===== config.mk =====
export PLATFORM = sky130hd
export DESIGN_NAME = param_clk_div
export DESIGN_NICKNAME = d
export VERILOG_FILES = /design/src/rtl/param_clk_div.sv
export SDC_FILE = /design/constraint.sdc
export NUM_CORES = 1
export LEC_CHECK = 0
export CAP_MARGIN = 0
export CORE_MARGIN = 8
export CORE_UTILIZATION = 55
export CTS_CLUSTER_DIAMETER = 120
export DETAILED_ROUTE_END_ITERATION = 7
export GPL_TIMING_DRIVEN = 0
export HOLD_SLACK_MARGIN = 0.1
export MAX_ROUTING_LAYER = met4
export PLACE_DENSITY = 0.83
export SLEW_MARGIN = 30
export SYNTH_ARGS = -nofsm -noshare
export SYNTH_HDL_FRONTEND = slang
export SYNTH_SLANG_ARGS = --single-unit

===== constraint.sdc =====
create_clock -name I_ref_clk -period 3.35 [get_ports I_ref_clk]
set_input_delay 0.5025 -clock I_ref_clk [delete_from_list [all_inputs] [get_ports I_ref_clk]]
set_output_delay 0.5025 -clock I_ref_clk [all_outputs]
set_load 0.1 [all_outputs]

===== src/rtl/param_clk_div.sv =====
// param_clk_div: runtime-ratio integer clock divider with glitch-free bypass,
// duty/pulse output modes, a period-start tick and readback of the active ratio.
//
// Parameters
//   DIV_W     width of the ratio bus and period counter (max ratio 2^DIV_W-1)
//   RST_MODE  reset value of the latched mode (0 = duty, 1 = pulse)
//
// Ports
//   I_ref_clk       in   1      reference clock, the only clock
//   I_rst_n         in   1      asynchronous reset, active low
//   I_clk_en        in   1      divider enable, sampled at period boundaries
//   I_div_ratio     in   DIV_W  requested ratio, 0/1 = bypass, sampled at boundaries
//   I_mode          in   1      0 = duty output, 1 = pulse output, sampled at boundaries
//   o_div_clk       out  1      divided clock, or I_ref_clk while in bypass
//   o_div_tick      out  1      high for the ref cycle in which a divided period starts
//   o_ratio_active  out  DIV_W  ratio in use, 0 while in bypass
//
// Build option
//   CLK_DIV_ODD_DUTY_EN  adds a falling-edge stage that stretches the high phase
//                        of odd duty-mode ratios by half a ref cycle (exact 50%).
module param_clk_div #(
   parameter int DIV_W    = 8,
   parameter bit RST_MODE = 1'b0
) (
   input  logic             I_ref_clk,
   input  logic             I_rst_n,
   input  logic             I_clk_en,
   input  logic [DIV_W-1:0] I_div_ratio,
   input  logic             I_mode,
   output logic             o_div_clk,
   output logic             o_div_tick,
   output logic [DIV_W-1:0] o_ratio_active
);
   logic             run, mode_q, div_clk_q, tick_q;
   logic [DIV_W-1:0] cnt, ratio_q;
   logic [DIV_W:0]   cnt_inc;
   logic             boundary, go, duty_next, stretch;

   // cnt+1 is one bit wider so the duty compare can never wrap at max ratio.
   always_comb begin
      cnt_inc   = {1'b0, cnt} + (DIV_W+1)'(1);
      boundary  = !run || (cnt == ratio_q - DIV_W'(1));
      go        = I_clk_en && (I_div_ratio >= DIV_W'(2));
      duty_next = cnt_inc < {1'b0, ratio_q >> 1};
   end

   // All input sampling happens only at a boundary, so a period is never cut short.
   always_ff @(posedge I_ref_clk or negedge I_rst_n) begin
      if (!I_rst_n) begin
         run       <= 1'b0;
         cnt       <= '0;
         ratio_q   <= '0;
         mode_q    <= RST_MODE;
         div_clk_q <= 1'b0;
         tick_q    <= 1'b0;
      end else if (boundary) begin
         run       <= go;
         cnt       <= '0;
         ratio_q   <= go ? I_div_ratio : '0;
         mode_q    <= go ? I_mode : mode_q;
         div_clk_q <= go;
         tick_q    <= go;
      end else begin
         cnt       <= cnt_inc[DIV_W-1:0];
         tick_q    <= 1'b0;
         div_clk_q <= !mode_q && duty_next;
      end
   end

`ifdef CLK_DIV_ODD_DUTY_EN
   // Half-cycle delayed copy; OR-ing it in extends the high phase by half a ref cycle.
   logic neg_q;
   always_ff @(negedge I_ref_clk or negedge I_rst_n) begin
      if (!I_rst_n) neg_q <= 1'b0;
      else          neg_q <= div_clk_q;
   end
   assign stretch = !mode_q && ratio_q[0] && neg_q;
`else
   assign stretch = 1'b0;
`endif

   // The mux only flips on a rising ref edge: entering run both sides are high,
   // leaving run div_clk_q is already low while ref rises.
   assign o_div_clk      = run ? (div_clk_q | stretch) : I_ref_clk;
   assign o_div_tick     = tick_q;
   assign o_ratio_active = ratio_q;
endmodule


Run 1, cell density map:
The bar under the picture is 20 um long. The die is cut into 6 by 6 equal tiles; black is low, pale yellow is high, 0 to 100% covered.
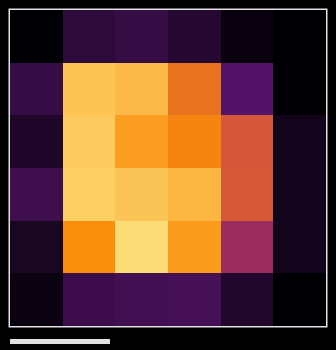
fullest tile: 92%
mean over tiles: 37%
nearly empty tiles: 11%
emptiest ninth of the die: north-east
Core Region: 2150 um^2
effective utilization at floorplan: 0.570
post-route core utilization: 0.709

Run 1, cell classes on the final placement:
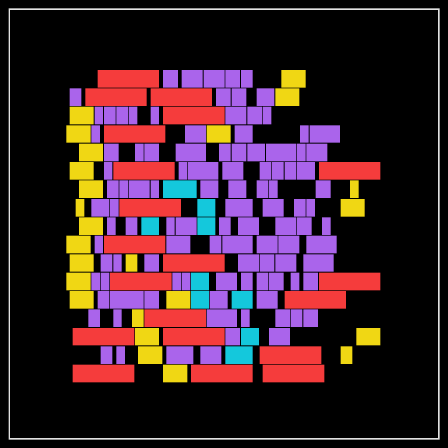
[flops] red | cells: 20
[other buffers and delay cells] yellow | cells: 24
[combinational and other logic] purple | cells: 106
[clock drivers and dummy loads] cyan | cells: 9
Std-Cell Rows: 17
final instance area: 1520 um^2
sequential cell area share: 0.329

==> metrics.sh, run 1 <==
SYNTH.TOP_CELL.AREA_SHARE=0.409
TRITONCTS_CLOCK_TREE='yes'
CRITICAL_PATH.STARTPOINT_TYPE='clock port'
DPL_WORST_SLACK_NS=-0.0221
HP-CLASS='input port to flop'
LARGEST_CELL_CLASS='logic gates'
PLACED_AREA_UM2=1460
POST_SYNTHESIS_CELLS=131
ANT_NETS=0
TOP_CELLS_BY_COUNT='dfrtp_1 (20), nand2_1 (18), xnor2_1 (11)'
TIMING.REG2REG.SETUP_SLACK_NS=0.90
CPMOSTUSEDCELL='clkbuf_4'
YS_DOMINANT_REG_CELL='dfrtp_1'
CP_DATA_ARRIVAL_TIME_NS=2.76
PIN_COUNT_OF_THE_BIGGEST_NET_ENTERING_GLOBAL_ROUTING=21
MAPPEDNETLISTNETS=151
WIRELENGTH_MET1_UM=1350
SLOWEST_DELAY_NS=0.60
TIMING.HOLD.WS_NS=0.416
PLACE_INST=179
GR-USAGE-MET2=0.262
SETUP.WORST_PATH.CLASS='clock port to output port'
POST_CTS_SETUP_DRIVEN_BUFFER_INSERTION_COUNT=0
EDF_COUNT=0
N_ANTENNA_CELL=0
AVGSYNTHCELLAREA_UM2=9.35
NUMBER_OF_CLOCK_BUFFER_INSTANCES_IN_THE_LAYOUT=8
LOG.WARNING_COUNT=28
MAPPEDNETLISTAREA_UM2=1220
DRV_CAP=0
WORSTREGTOREGCELLS=8
WORSTREG2REGEND='mode_q$_DFFE_PN0P_'
DESIGN.FINAL.NETS=180
CLOCK_CELL_AREA_SHARE=0.0444
OUTCOME='finished clean'
NUMBER_OF_GLOBAL_ROUTE_VIAS_BEFORE_REPAIR=1103
XOR_SHARE=0.114
SYNTHTOPLOGICFAMILY='simple AND/OR/NAND/NOR gates'
LARGEST_AREA_CELL='dfrtp_1'
FIN_WS_NS=0.0848
FINAL_CELL_MIX='dfrtp_1 (20), nand2_1 (18), clkdlybuf4s50_1 (18), xnor2_1 (11)'
TAPCELL.INSERTED=28
SYNTH.FF_LATCH_COUNT=20
WORST_HOLD_PATH.NUM_CELLS=3
Run 1, floorplan with the power grid:
The bar under the picture is 20 um long. Pins as bars on the die edge.
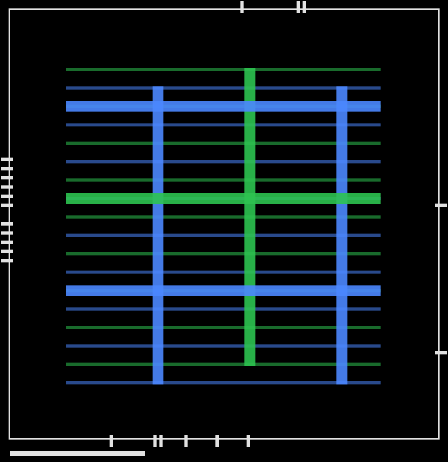
[VSS] blue
[VDD] green
met1 rails: 18
signal pins: 22
Horiz. Die Dim: 63.2 um
Die Span Y: 63.2 um

-- run 1: flip-flops by register name, indices dropped and copies added, names as in the netlist --
register / cells
div_clk_q: 1
o_ratio_active: 8
run: 1
mode_q: 1
cnt: 8
o_div_tick: 1
-- run 1: worst register-to-register path, cell delays in order (launching register included) --
cell,delay (ns)
dfrtp_1,0.48
inv_1,0.07
ha_1,0.30
xnor2_1,0.13
nor3_1,0.16
o211ai_1,0.12
o41a_1,0.57
nor2b_4,0.20
mux2_1,0.32
-- run 1: cell families (layout without fill, tap and decap cells) --
group | after synthesis | count (layout)
AND-OR/OR-AND | 21 | 21
XOR/XNOR | 16 | 16
adder cells (fa/ha/maj) | 8 | 8
buffers and inverters | 12 | 40
flip-flops | 20 | 20
multiplexers | 2 | 2
AND/OR/NAND/NOR | 52 | 52
Run 1, port wiring:
The bar under the picture is 20 um long.
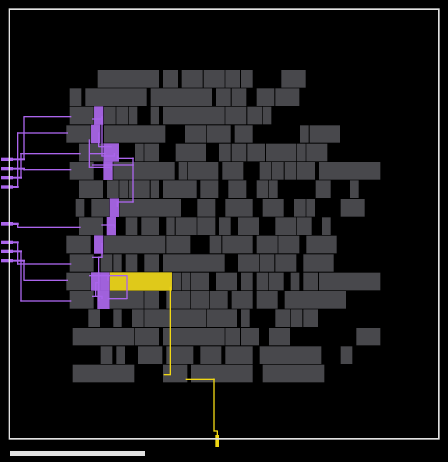

==> run 1 -> run 2 <==
--- a/config.mk
+++ b/config.mk
@@ -13,7 +13,7 @@
 export GPL_TIMING_DRIVEN = 0
 export HOLD_SLACK_MARGIN = 0.1
 export MAX_ROUTING_LAYER = met4
-export PLACE_DENSITY = 0.83
+export PLACE_DENSITY_LB_ADDON = 0.25
 export SLEW_MARGIN = 30
 export SYNTH_ARGS = -nofsm -noshare
 export SYNTH_HDL_FRONTEND = slang
Run 2, port wiring:
The bar under the picture is 20 um long.
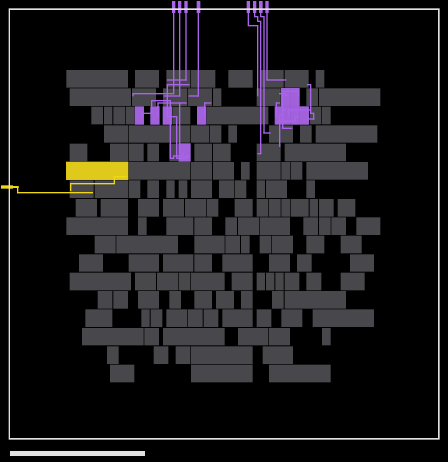
[o_div_tick] yellow | direction: output | edge: west | end cells: 1 | buffers: 1 | wire: 22.9 um
[I_div_ratio] purple | direction: input | edge: north | end cells: 10 | buffers: 8 | wire: 214 um
quantity of I/O buffers inserted on ports: 20
number of I/O pins: 22

==> run 2 against run 1 <==
Compared with the run above:
- hold slack lost 0.0033 ns
- synthesized cell count stayed put
- global-route usage fell by 0.89 points
- largest cell class unchanged
==> metrics.sh, run 2 <==
OUTCOME='finished clean'
FLOORPLAN.DIE.HEIGHT_UM=63.2  # unchanged
CORE-AREA_UM2=2150  # unchanged
N_ANTENNA_CELL=0  # unchanged
SYNTHTOPLOGICFAMILY='simple AND/OR/NAND/NOR gates'
YS_DOMINANT_REG_CELL='dfrtp_1'
PIN_COUNT_OF_THE_BIGGEST_NET_ENTERING_GLOBAL_ROUTING=21  # unchanged
NUMBER_OF_CLOCK_BUFFER_INSTANCES_IN_THE_LAYOUT=8  # unchanged
FINAL_CELL_MIX='dfrtp_1 (20), nand2_1 (18), clkdlybuf4s50_1 (18), xnor2_1 (11)'
TIMING.REG2REG.SETUP_SLACK_NS=0.95  # +0.05 ns
SYNTH.FF_LATCH_COUNT=20  # unchanged
EDF_COUNT=0  # unchanged
SEQ_AREA_FRAC=0.329  # unchanged
HP-CLASS='input port to flop'
POST_CTS_SETUP_DRIVEN_BUFFER_INSERTION_COUNT=0  # unchanged
LARGEST_AREA_CELL='dfrtp_1'
SLOWEST_DELAY_NS=0.59  # about the same
PLACE_INST=179  # unchanged
FLOORPLAN.CORE_UTIL=0.570  # unchanged
FINAL_CORE_UTILIZATION=0.709  # unchanged
AVGSYNTHCELLAREA_UM2=9.35  # unchanged
CPMOSTUSEDCELL='clkbuf_4'
TRITONCTS_CLOCK_TREE='yes'
TOP_CELLS_BY_COUNT='dfrtp_1 (20), nand2_1 (18), xnor2_1 (11)'
## run 2: cell counts after synthesis
No cell type changed its count.
## run 2: final timing paths
check / startpoint / end / cells after the start
setup / recovery: I_ref_clk / o_div_clk / 4
hold / removal: I_clk_en / o_ratio_active[4]$_DFFE_PN0N_ / 3
setup reg to reg: o_ratio_active[0]$_DFFE_PN0N_ / mode_q$_DFFE_PN0P_ / 8
hold reg to reg: mode_q$_DFFE_PN0P_ / mode_q$_DFFE_PN0P_ / 1
max in group asynchronous: I_rst_n / o_ratio_active[1]$_DFFE_PN0N_ / 2
min in group asynchronous: I_rst_n / cnt[7]$_DFF_PN0_ / 2
## run 2: through the flow
stage	worst slack [ns]	cell area [um^2]
finish	0.114	1520
global route	0.0696	1520
CTS	0.0974	1520
detailed placement	-0.0221	1460
global placement	-0.0221	1460
floorplan	0.512	1220
Run 2, congestion heat map:
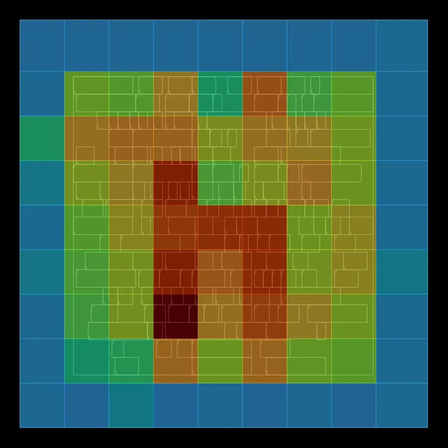

==> run 2 -> run 3 <==
--- a/config.mk
+++ b/config.mk
@@ -10,10 +10,11 @@
 export CORE_UTILIZATION = 55
 export CTS_CLUSTER_DIAMETER = 120
 export DETAILED_ROUTE_END_ITERATION = 7
+export GPL_ROUTABILITY_DRIVEN = 1
 export GPL_TIMING_DRIVEN = 0
 export HOLD_SLACK_MARGIN = 0.1
 export MAX_ROUTING_LAYER = met4
-export PLACE_DENSITY_LB_ADDON = 0.25
+export PLACE_DENSITY = 0.83
 export SLEW_MARGIN = 30
 export SYNTH_ARGS = -nofsm -noshare
 export SYNTH_HDL_FRONTEND = slang
Run 3, congestion heat map:
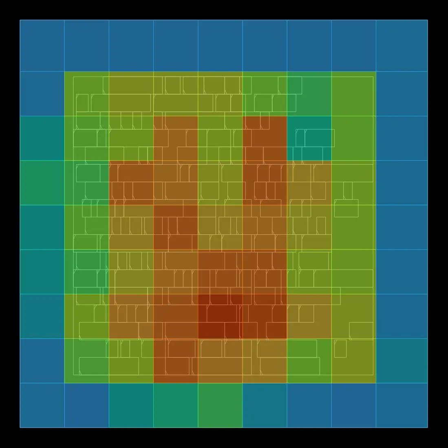
met1 Track Usage GR: 0.190
met2 demand-to-capacity share in global routing: 0.262
Total GRT Usage: 0.164

==> run 3 against run 2 <==
Compared with the run above:
- largest cell class unchanged
- sequential share of layout area is the same
- clock-buffer cell count unchanged
- critical path type unchanged
- die size unchanged
==> metrics.sh, run 3 <==
OUTCOME='finished clean'
DPL_WORST_SLACK_NS=-0.0221  # -0.00000170 ns
AVGSYNTHCELLAREA_UM2=9.35  # unchanged
WORSTHOLDSTART='I_clk_en'
LARGEST_AREA_CELL='dfrtp_1'
FINAL_CELL_MIX='dfrtp_1 (20), nand2_1 (18), clkdlybuf4s50_1 (18), xnor2_1 (11)'
TIMING.REG2REG.SETUP_SLACK_NS=0.90  # -0.05 ns
NUMBER_OF_CLOCK_BUFFER_INSTANCES_IN_THE_LAYOUT=8  # unchanged
CLKTRANSATPATHREGS_NS=0.12
TOP_CELLS_BY_COUNT='dfrtp_1 (20), nand2_1 (18), xnor2_1 (11)'
NUM_VIAS=1061
EDF_COUNT=0  # unchanged
SYNTH.FF_LATCH_COUNT=20  # unchanged
WORST_HOLD_PATH.NUM_CELLS=3  # unchanged
YS_DOMINANT_REG_CELL='dfrtp_1'
PORT-BUFFER-COUNT=20  # unchanged
FIN_WS_NS=0.0848  # -0.0288 ns
HP-CLASS='input port to flop'
NON_CLOCK_INVERTER_COUNT=8
SLOWEST_DELAY_NS=0.60  # about the same
FINAL_CORE_UTILIZATION=0.709  # unchanged
CPMOSTUSEDCELL='clkbuf_4'
CLOCK_CELL_AREA_SHARE=0.0444
WORSTREGTOREGCELLS=8  # unchanged
PIN_COUNT_OF_THE_BIGGEST_NET_ENTERING_GLOBAL_ROUTING=21  # unchanged
GRT_PASS1_WL_UM=5120
FLOORPLAN.DIE.HEIGHT_UM=63.2  # unchanged
IO_PINS=22  # unchanged
SETUP.WORST_PATH.END='o_div_clk'
N_ANTENNA_CELL=0  # unchanged
FLOORPLAN.CORE_UTIL=0.570  # unchanged
PLACE_INST=179  # unchanged
WORSTREG2REGEND='mode_q$_DFFE_PN0P_'
CRIT_START='I_ref_clk'
POST_CTS_SETUP_DRIVEN_BUFFER_INSERTION_COUNT=0  # unchanged
AREA.SEQUENTIAL_UM2=500
POST_SYNTHESIS_CELLS=131
CORE-AREA_UM2=2150  # unchanged
SEQ_AREA_FRAC=0.329  # unchanged
MIN_TO='o_ratio_active[3]$_DFFE_PN0N_'
CRITICAL_PATH.STARTPOINT_TYPE='clock port'
ANTENNA_VIOLATIONS_BEFORE_REPAIR=0
FINAL-HOLD-VIOLATION-COUNT=0
run 3: cell counts after synthesis:
Identical to the previous run, type by type.
run 3: cells by family (layout without fill, tap and decap cells):
kind of cell,count (synthesis),count (layout),share of synthesized area
XOR/XNOR,16,16,0.114
adder cells (fa/ha/maj),8,8,0.0817
AND-OR/OR-AND,21,21,0.109
AND/OR/NAND/NOR,52,52,0.229
buffers and inverters,12,40,0.0388
multiplexers,2,2,0.0184
flip-flops,20,20,0.409
run 3: per-layer routing:
| metal | track usage | up-vias | share of wire |
|---|---|---|---|
| met1 | 0.190 | 514 | 0.45 |
| li1 | - | 500 | - |
| met5 | - | - | 0 |
| met3 | 0.0406 | 10 | 0.042 |
| met4 | 0.0724 | 0 | 0.017 |
| met2 | 0.262 | 37 | 0.49 |
